$ cat src/rtl/alu_issue_pkg.sv
// rtl/alu_issue_pkg.sv - shared widths, instruction kinds and FSM encoding for alu_issue
package alu_issue_pkg;

  localparam int DATAW     = 16;
  localparam int REG_IDX_W = 2;

  typedef logic [DATAW-1:0]     databus_t;
  typedef logic [REG_IDX_W-1:0] reg_idx_t;

  typedef enum logic {
    KIND_LDI = 1'b0,
    KIND_ALU = 1'b1
  } instr_kind_e;

  typedef enum logic [1:0] {
    IDLE  = 2'd0,
    ISSUE = 2'd1,
    WAIT  = 2'd2
  } state_e;

endpackage

$ cat src/rtl/alu_issue_if.sv
// rtl/alu_issue_if.sv - instruction stream handshake between a feeder and alu_issue
interface alu_issue_if
  import alu_issue_pkg::*;
#(
  parameter int DATA_W = DATAW
);

  logic              valid;
  logic              ready;
  logic              kind;
  logic [1:0]        op;
  reg_idx_t          rd;
  reg_idx_t          rx;
  reg_idx_t          ry;
  logic [DATA_W-1:0] imm;

  modport master (output valid, kind, op, rd, rx, ry, imm, input ready);
  modport slave  (input valid, kind, op, rd, rx, ry, imm, output ready);

endinterface

$ cat src/rtl/alu_regfile.sv
// rtl/alu_regfile.sv - 4-entry operand register file, one write port, three async read ports
module alu_regfile
  import alu_issue_pkg::*;
#(
  parameter int DATA_W = DATAW
) (
  input  logic              clk,
  input  logic              rst_n,
  input  logic              we,
  input  reg_idx_t          wa,
  input  logic [DATA_W-1:0] wd,
  input  reg_idx_t          ra_x,
  input  reg_idx_t          ra_y,
  input  reg_idx_t          ra_dbg,
  output logic [DATA_W-1:0] rd_x,
  output logic [DATA_W-1:0] rd_y,
  output logic [DATA_W-1:0] rd_dbg
);

  logic [3:0][DATA_W-1:0] mem;

  always_ff @(posedge clk or negedge rst_n) begin
    if (!rst_n) begin
      mem <= '0;
    end else if (we) begin
      mem[wa] <= wd;
    end
  end

  // Reads see the pre-edge contents, so a same-cycle write is not forwarded.
  assign rd_x   = mem[ra_x];
  assign rd_y   = mem[ra_y];
  assign rd_dbg = mem[ra_dbg];

endmodule

$ cat src/rtl/alu_issue.sv
// rtl/alu_issue.sv - instruction issue FSM feeding a fixed-latency 2-operand ALU
module alu_issue
  import alu_issue_pkg::*;
#(
  parameter int DATA_W  = DATAW,
  parameter int ALU_LAT = 1
) (
  input  logic              clk,
  input  logic              rst_n,
  input  logic              ena,
  alu_issue_if.slave        instr,
  output logic              alu_ena,
  output logic [DATA_W-1:0] alu_x,
  output logic [DATA_W-1:0] alu_y,
  output logic [1:0]        alu_op,
  input  logic [DATA_W-1:0] alu_res,
  output logic              wb_valid,
  output reg_idx_t          wb_rd,
  output logic [DATA_W-1:0] wb_data,
  output logic              busy,
  input  reg_idx_t          dbg_addr,
  output logic [DATA_W-1:0] dbg_data
);

  state_e            state, state_n;
  logic [2:0]        cnt, cnt_n;
  reg_idx_t          rd_q, rd_n;
  logic              alu_ena_n;
  logic [DATA_W-1:0] alu_x_n, alu_y_n;
  logic [1:0]        alu_op_n;
  logic              wb_valid_n;
  reg_idx_t          wb_rd_n;
  logic [DATA_W-1:0] wb_data_n;
  logic              we;
  reg_idx_t          wa;
  logic [DATA_W-1:0] wd;
  logic [DATA_W-1:0] rf_x, rf_y;
  logic              accept;

  assign instr.ready = ena && rst_n && (state == IDLE);
  assign busy        = (state != IDLE);
  assign accept      = instr.valid && instr.ready;

  alu_regfile #(.DATA_W(DATA_W)) u_rf (
    .clk    (clk),
    .rst_n  (rst_n),
    .we     (we && ena),
    .wa     (wa),
    .wd     (wd),
    .ra_x   (instr.rx),
    .ra_y   (instr.ry),
    .ra_dbg (dbg_addr),
    .rd_x   (rf_x),
    .rd_y   (rf_y),
    .rd_dbg (dbg_data)
  );

  always_ff @(posedge clk or negedge rst_n) begin
    if (!rst_n) begin
      state    <= IDLE;
      cnt      <= '0;
      rd_q     <= '0;
      alu_ena  <= 1'b0;
      alu_x    <= '0;
      alu_y    <= '0;
      alu_op   <= '0;
      wb_valid <= 1'b0;
      wb_rd    <= '0;
      wb_data  <= '0;
    end else if (ena) begin
      state    <= state_n;
      cnt      <= cnt_n;
      rd_q     <= rd_n;
      alu_ena  <= alu_ena_n;
      alu_x    <= alu_x_n;
      alu_y    <= alu_y_n;
      alu_op   <= alu_op_n;
      wb_valid <= wb_valid_n;
      wb_rd    <= wb_rd_n;
      wb_data  <= wb_data_n;
    end else begin
      wb_valid <= 1'b0;
    end
  end

  // Operands are captured from the register file at the accept edge, so an
  // instruction whose rd matches rx/ry always sees the old value.
  always_comb begin
    state_n    = state;
    cnt_n      = cnt;
    rd_n       = rd_q;
    alu_ena_n  = 1'b0;
    alu_x_n    = alu_x;
    alu_y_n    = alu_y;
    alu_op_n   = alu_op;
    wb_valid_n = 1'b0;
    wb_rd_n    = wb_rd;
    wb_data_n  = wb_data;
    we         = 1'b0;
    wa         = rd_q;
    wd         = alu_res;
    unique case (state)
      IDLE: begin
        if (accept) begin
          if (instr.kind == KIND_LDI) begin
            we         = 1'b1;
            wa         = instr.rd;
            wd         = instr.imm;
            wb_valid_n = 1'b1;
            wb_rd_n    = instr.rd;
            wb_data_n  = instr.imm;
          end else begin
            rd_n      = instr.rd;
            alu_ena_n = 1'b1;
            alu_x_n   = rf_x;
            alu_y_n   = rf_y;
            alu_op_n  = instr.op;
            state_n   = ISSUE;
          end
        end
      end
      ISSUE: begin
        cnt_n   = 3'(ALU_LAT);
        state_n = WAIT;
      end
      WAIT: begin
        if (cnt == 3'd1) begin
          we         = 1'b1;
          wb_valid_n = 1'b1;
          wb_rd_n    = rd_q;
          wb_data_n  = alu_res;
          cnt_n      = '0;
          state_n    = IDLE;
        end else begin
          cnt_n = cnt - 3'd1;
        end
      end
      default: state_n = IDLE;
    endcase
  end

endmodule

$ cat src/flat_wrapper.sv
// flat-port wrapper written by rule: the top's interface ports become plain ports
module alu_issue_flat import alu_issue_pkg::*;
#(
  parameter int DATA_W  = DATAW,
  parameter int ALU_LAT = 1
)
  (clk, rst_n, ena, alu_ena, alu_x, alu_y, alu_op, alu_res, wb_valid, wb_rd, wb_data, busy, dbg_addr, dbg_data, instr_valid, instr_kind, instr_op, instr_rd, instr_rx, instr_ry, instr_imm, instr_ready);
  alu_issue_if #(.DATA_W(DATA_W)) instr_i ();
  input  logic clk;
  input  logic rst_n;
  input  logic ena;
  output logic alu_ena;
  output logic [DATA_W-1:0] alu_x;
  output logic [DATA_W-1:0] alu_y;
  output logic [1:0] alu_op;
  input  logic [DATA_W-1:0] alu_res;
  output logic wb_valid;
  output reg_idx_t wb_rd;
  output logic [DATA_W-1:0] wb_data;
  output logic busy;
  input  reg_idx_t dbg_addr;
  output logic [DATA_W-1:0] dbg_data;
  input wire logic [$bits(instr_i.valid)-1:0] instr_valid;
  input wire logic [$bits(instr_i.kind)-1:0] instr_kind;
  input wire logic [$bits(instr_i.op)-1:0] instr_op;
  input wire logic [$bits(instr_i.rd)-1:0] instr_rd;
  input wire logic [$bits(instr_i.rx)-1:0] instr_rx;
  input wire logic [$bits(instr_i.ry)-1:0] instr_ry;
  input wire logic [$bits(instr_i.imm)-1:0] instr_imm;
  output wire logic [$bits(instr_i.ready)-1:0] instr_ready;
  assign instr_i.valid = instr_valid;
  assign instr_i.kind = instr_kind;
  assign instr_i.op = instr_op;
  assign instr_i.rd = instr_rd;
  assign instr_i.rx = instr_rx;
  assign instr_i.ry = instr_ry;
  assign instr_i.imm = instr_imm;
  assign instr_ready = instr_i.ready;
  alu_issue #(.DATA_W(DATA_W), .ALU_LAT(ALU_LAT)) u_core (.clk(clk), .rst_n(rst_n), .ena(ena), .instr(instr_i), .alu_ena(alu_ena), .alu_x(alu_x), .alu_y(alu_y), .alu_op(alu_op), .alu_res(alu_res), .wb_valid(wb_valid), .wb_rd(wb_rd), .wb_data(wb_data), .busy(busy), .dbg_addr(dbg_addr), .dbg_data(dbg_data));
endmodule
$ cat config.mk
export PLATFORM = sky130hd
export DESIGN_NAME = alu_issue_flat
export DESIGN_NICKNAME = d
export VERILOG_FILES = /design/src/rtl/alu_issue_pkg.sv /design/src/rtl/alu_issue_if.sv /design/src/rtl/alu_regfile.sv /design/src/rtl/alu_issue.sv /design/src/flat_wrapper.sv
export SDC_FILE = /design/constraint.sdc
export NUM_CORES = 1
export LEC_CHECK = 0
export ABC_AREA = 1
export CAP_MARGIN = 20
export CORE_UTILIZATION = 55
export DETAILED_ROUTE_END_ITERATION = 8
export GPL_ROUTABILITY_DRIVEN = 1
export MAX_ROUTING_LAYER = met4
export PLACE_DENSITY_LB_ADDON = 0.12
export SYNTH_ARGS = -nofsm -noshare
export SYNTH_HDL_FRONTEND = slang
export SYNTH_HIERARCHICAL = 1
export SYNTH_SLANG_ARGS = --single-unit
$ cat constraint.sdc
create_clock -name clk -period 2.5 [get_ports clk]
set_input_delay 0.25 -clock clk [delete_from_list [all_inputs] [get_ports clk]]
set_output_delay 0.25 -clock clk [all_outputs]
set_load 0.005 [all_outputs]
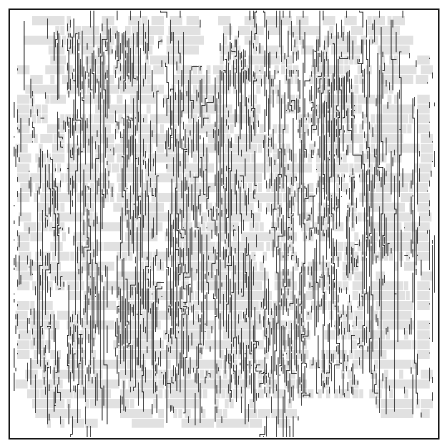
layer_met2.png
Cells faint in the background.
nets with wire on the layer: 919
wire length on this layer: 9230 µm
main direction: vertical

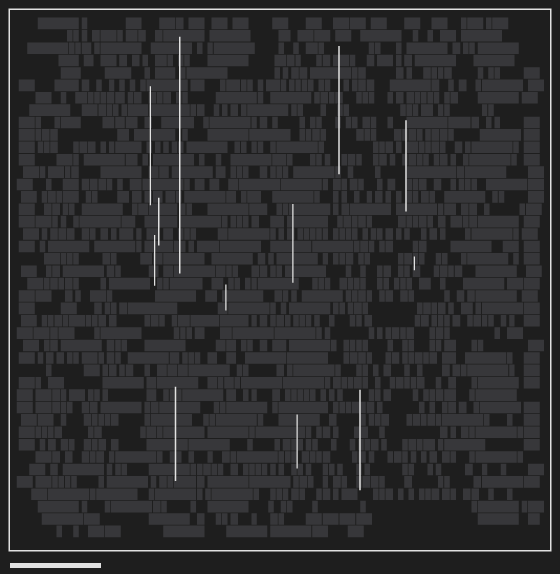
layer_met4.png
Scale bar: 20 µm. Cells faint in the background.
longest straight run: 51.7 µm
nets with wire on the layer: 10

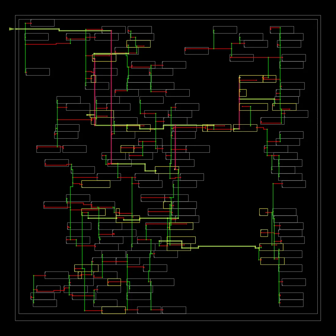
clocks.png
number of clock sinks: 125
Num CTS Buffers: 17
sequential cell count: 125

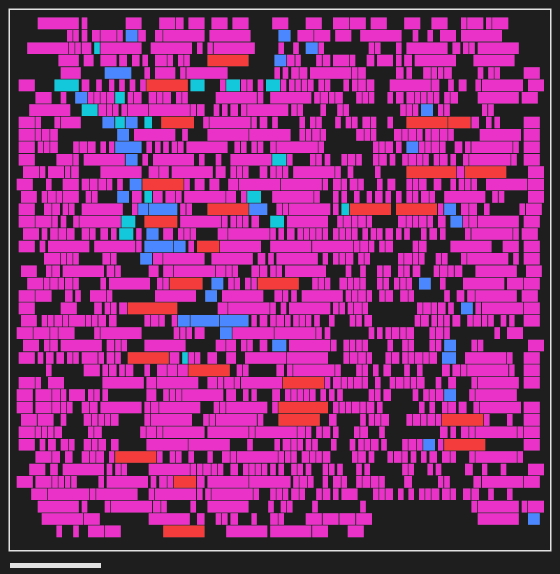
sizes.png
Scale bar: 20 µm.
| color | size | cells | share |
|---|---|---|---|
| red | _6 and larger | 26 | 2.1% |
| cyan | _2 cells | 17 | 1.4% |
| magenta | _0 and _1 cells | 1133 | 93% |
| blue | _3 and _4 cells | 38 | 3.1% |

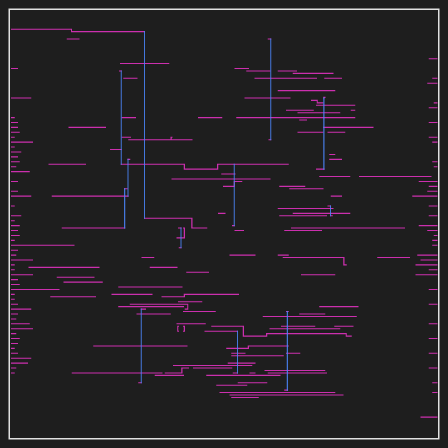
wires.png
Only two layers are drawn.
| color | layer | wire length |
|---|---|---|
| blue | metal 4 | 225 µm |
| magenta | metal 3 | 1460 µm |

kinds of logic after synthesis:
logic type	after synthesis	synth area share, %
AND/OR/NAND/NOR	723	41.5
buffers and inverters	190	11.1
flip-flops	125	41.9
AND-OR/OR-AND	63	4.56
adder cells (fa/ha/maj)	6	1.00
flip-flops by register name, summed over array words and instances (netlist names):
name	count
u_core/wb_data	16
u_core/wb_valid	1
u_core/u_rf/mem	64
u_core/alu_op	2
u_core/state	2
u_core/alu_ena	1
u_core/alu_y	16
u_core/rd_q	2
u_core/cnt	3
u_core/alu_x	16
u_core/wb_rd	2
cells in the mapped netlist, drive strengths merged:
cell type / instances
nand2: 511
nand3: 171
dfrtp: 125
inv: 119
o21ai: 59
buf: 56
nand4: 34
clkbuf: 15
ha: 6
nor2: 5
a21oi: 3
nor3: 2
o31ai: 1
==> impl_table.tex <==
% Implementation results table
\begin{tabular}{lr}
\hline
Metric & Value \\
\hline
\multicolumn{2}{l}{\textbf{Outcome}} \\
\quad Status & finished, final reports clean \\
\multicolumn{2}{l}{\textbf{Synth}} \\
\quad Number of storage elements in the synthesis netlist & roughly 130 \\
\quad Cell taking the most area after synthesis & dfrtp\_1 \\
\quad Number of standard cells after synthesis & approximately 1100 \\
\quad Sequential fraction of the synthesis area & about two fifths \\
\quad Total cells reported by yosys after synthesis & between 1000 and 1500 \\
\quad YS chip area & 7470 µm² \\
\quad Distinct cell type count of the synthesized netlist & 25 \\
\quad Syn\_nets & 1160 \\
\quad Netlist Area Pre-Place & 7470 µm² \\
\multicolumn{2}{l}{\textbf{Power}} \\
\quad Net Switching & 3530 µW \\
\quad Total power after layout & between 9000 and 10000 µW \\
\quad Proportion of power drawn by combinational gates & 40.1\% \\
\quad Design internal power & 6150 µW \\
\quad Switching part of the total & 36.5\% \\
\quad Combinational cell power & around 3900 µW \\
\quad Maximum ir drop on the vdd rail & 0.553 mV \\
\quad Group with the largest share of power & combinational cells \\
\multicolumn{2}{l}{\textbf{Layout}} \\
\quad Multi-In Gates & 793 \\
\quad Final standard cell count with taps included and fillers excluded & 1390 \\
\quad Nonclk inv count & 119 \\
\quad Dominant kind of cell & combinational gates \\
\quad Share of post-route cells with drive strength above 1 & 6.67\% \\
\quad Fillers & 1125 \\
\quad Combinational gate area & 3550 µm² \\
\quad Register area & 3130 µm² \\
\multicolumn{2}{l}{\textbf{Detailed routing}} \\
\quad Avg Vias per Cell & 5.34 \\
\quad First DRT Iteration DRCs & 727 \\
\quad Length of routed wiring on met1 & just over 9000 µm \\
\quad Post-DR wirelength/cell & 14.5 µm \\
\quad Count of vias placed by the detailed router & around 7400 \\
\quad Length of routed met3 wiring & approximately 1500 µm \\
\multicolumn{2}{l}{\textbf{Setup path}} \\
\quad Critical path buffers and inverters & 4 \\
\quad Largest delay contributor family on the critical path & simple AND/OR/NAND/NOR gates \\
\quad Highest net fanout along the worst path & 16 \\
\quad Required time at the worst-slack endpoint & 2.80 ns \\
\quad Crit path depth & 11 \\
\quad Register-to-Register Setup Slack & approximately 0.23 ns \\
\multicolumn{2}{l}{\textbf{Floorplanning}} \\
\quad Tap cell instance count & 176 \\
\quad Chip width & 119 µm \\
\multicolumn{2}{l}{\textbf{GRT}} \\
\quad Remaining global-route overflow & 0 \\
\quad GRT Resource Usage Total & 31.3\% \\
\quad Met3 Resource Use GR & $\sim$6.1\% \\
\quad Via count of the first global-routing pass & 6711 \\
\quad Pin count of the biggest net entering global routing & 66 \\
\quad Met2 global-route usage & roughly 46\% \\
\multicolumn{2}{l}{\textbf{Clock network}} \\
\quad H-tree level count & 4 \\
\quad Post-CTS setup repair buffer count & 0 \\
\quad TritonCTS clock tree & done \\
\multicolumn{2}{l}{\textbf{Timing}} \\
\quad Setup repair after global routing missed its margin & no \\
\quad Worst hold slack across all endpoints & $\sim$0.10 ns \\
\quad Worst setup margin & 0.232 ns \\
\quad Max frequency & 441 MHz \\
\quad Total Negative Setup Slacks & 0 ns \\
\multicolumn{2}{l}{\textbf{Placed design}} \\
\quad Placed Cells & 1357 \\
\quad Routability congestion estimate from global placement & 0.958 \\
\quad Pre-CTS worst setup slack & 0.123 ns \\
\multicolumn{2}{l}{\textbf{Hold path}} \\
\quad Classification of the worst-slack hold path & input port to async pin \\
\multicolumn{2}{l}{\textbf{Job}} \\
\quad Count of warning messages emitted by the tools & 30 \\
\quad Max-cap violations & 0 \\
\hline
\end{tabular}
Power figures rest on the tool's default switching activity, not on a simulated workload.
